==> config.mk <==
export PLATFORM = sky130hd
export DESIGN_NAME = add_sequencer
export DESIGN_NICKNAME = d
export VERILOG_FILES = /design/src/rtl/add_seq_pkg.sv /design/src/rtl/add_sequencer.sv
export SDC_FILE = /design/constraint.sdc
export NUM_CORES = 1
export LEC_CHECK = 0
export CORE_MARGIN = 4
export CORE_UTILIZATION = 25
export DETAILED_ROUTE_END_ITERATION = 7
export PLACE_DENSITY_LB_ADDON = 0.2
export SLEW_MARGIN = 20
export SYNTH_ARGS = -nofsm -noshare
export SYNTH_HDL_FRONTEND = slang
export SYNTH_SLANG_ARGS = --single-unit
export TNS_END_PERCENT = 20
==> constraint.sdc <==
create_clock -name clk -period 8.8 [get_ports clk]
set_clock_uncertainty 0.05 [all_clocks]
set_input_delay 2.2 -clock clk [delete_from_list [all_inputs] [get_ports clk]]
set_output_delay 2.2 -clock clk [all_outputs]
set_load 0.01 [all_outputs]
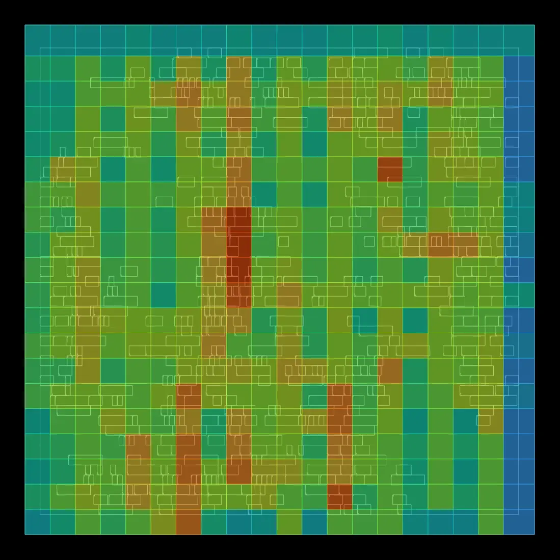
(congestion heat map)
GR met1 Demand/Resource: 17.05%
M3 GR Usage: 3.156%

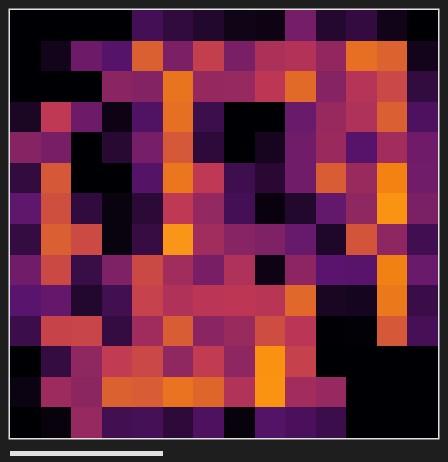
(local utilization)
Bar = 50 um. 14 x 14 tiles, from black (low) to pale yellow (high), 0 to 100% covered.
tiles over 75% full: 2.0%
mean over tiles: 30%
nearly empty tiles: 16%
fp util: 25.82%
Core Box Area: 16760 sq um
end-of-flow core utilization: 36.48%

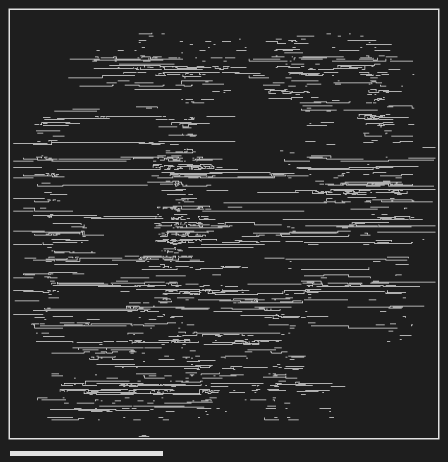
(metal 1)
Bar = 50 um.
wire length on this layer: 5770 um
nets with wire on the layer: 557
total wire length: 11.77 mm
DR vias: 3506

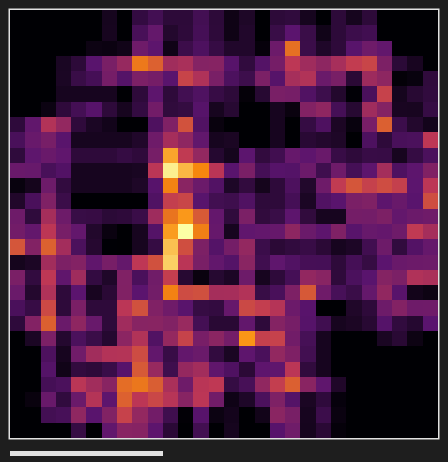
(wiring heat map)
Bar = 50 um. 28 x 28 tiles, from black (low) to pale yellow (high), scaled to the fullest tile. Values are wire area over tile area, all layers added.
emptiest ninth of the die: bottom right
densest ninth of the die: middle
mean over tiles: 0.093
tiles over half the peak: 7.9%
Tot GR Track Use: 12.25%
average wire per cell in the routed design: 15.09 um

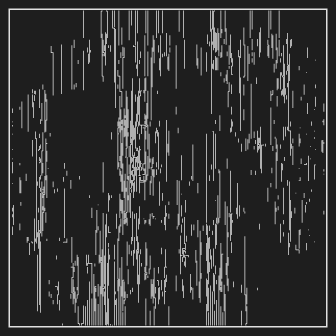
(M2 wires)
share of all routed wire: 45%
nets with wire on the layer: 521
main direction: vertical
longest straight run: 46.2 um
met2 usage: 18.80%

==> Slide: Implementation Results <==
Physical Implementation Snapshot

Status
  • Status: completed

Place
  • DPL Wire Length: 8.653 mm
  • Dpl cell area: 5794 sq um
  • Place WS: 3092 ps
  • Port bufs: 125

Min path
  • Hold Crit Depth: 1

Worst setup path
  • R2r setup slk: 6660 ps
  • Crit path launch type: input pin
  • Critical Path Fanout Max: 2
  • Crit path DAT: 3460 ps
  • WP data required: 6550 ps
  • Setup Crit Path Kind: input pin to output port

Timing
  • F_max: 175.1 MHz
  • Tmin final: 5711 ps
  • Hold slack: 416.9 ps
  • Final setup viols: 0
  • Slew HR: 36.44%

Power and ir drop
  • Switching Share: 34.04%
  • Top power group: combinational logic
  • Power share of the sequential group: 36.8%
  • Max IR drop VDD: 0.1261 mV
  • Clk pwr: 0.420 mW
  • P_sw: 0.6323 mW
  • Combinational power share: 40.6%

Clocking
  • Post-CTS sizing: 0
  • Maximum buffer depth of the clock tree: 2
  • Clk sinks: 87
  • CTS Hold Buffers Added: 0

Synthesis
  • Fraction of registers with async set/reset: 100.0%
  • Yosys cell count: 437
  • Synth Cell Area: 4328 sq um
  • Most numerous cell in the Yosys netlist: nand2_1
  • Cell variety after synth: 47
  • Synth flops: 87
  • Syn Inst Count: 437

Die
  • Cell Rows: 47
  • I/O pins: 126
  • Die width: 139.6 um

Route
  • DRC viols: 0
  • Initial DRC Count: 134

Global route
  • Largest net degree at the start of global routing: 88
  • Layer carrying the most global-route usage: met2
  • Vias in the first global route: 3573

Final layout
  • Max FFs per register: 17
  • Finished Cell Area: 6115 sq um

Job
  • OpenROAD warning count: 26
## worst max-delay path: stages
cell,delay [ps]
clkdlybuf4s50_1,480
nor4_1,200
clkdlybuf4s50_1,580
## final cells by class
class | instances | area, sq um | share of cell area (%)
timing repair buffer | 127 | 1266 | 20.71
clock inverter | 7 | 95.09 | 1.555
inverter | 5 | 23.77 | 0.3888
tap | 220 | 275.3 | 4.502
multi-input combinational | 325 | 2052 | 33.56
sequential | 87 | 2177 | 35.60
clock buffer | 9 | 225.2 | 3.683
## cell families after synthesis
family	Yosys count	synth area share [%]
AOI/OAI and AO/OA	58	9.396
and+or+nand+nor	189	19.05
DFF	87	50.30
adders and majority gates	18	5.551
muxes	19	4.915
xor gates and xnor gates	41	8.297
buffers and inverters	25	2.486
## placed cells by master (no fill, tap or decap), types with 2 or more instances in the layout
master and n:
o311ai_0 2, xor2_1 23, fa_1 2, mux2_2 18
clkbuf_16 9, and3_1 5, nand3_1 8, dfrtp_1 87
a21oi_1 11, a21o_1 8, buf_4 2, o21ai_0 13
nor3_1 6, clkinv_2 2, nand2_1 128, inv_1 4
and4_1 2, o211ai_1 2, xnor2_1 18, nand2b_1 2
a211oi_1 4, and2_1 2, o21bai_1 2, nor3b_1 2
a31oi_1 2, a41oi_1 3, clkdlybuf4s50_1 125, bufinv_16 2
inv_6 3, nor4_1 4, nor2_1 14, nand4_1 11
ha_1 16
## per-layer routing
metal / up-vias / routed length, um
li1: 1742 / -
met1: 1675 / 5771
met2: 80 / 5346
met3: 9 / 515
met4: 0 / 133
met5: - / 0
## per-stage QoR
stage / std cells / utilization (%)
floorplan: 437 / -
global placement: 764 / 34.56
detailed placement: 764 / 34.57
CTS: 780 / 36.48
global route: 780 / 36.48
finish: 780 / 36.48
No activity file was given, so power comes from the tool's default toggle rates.
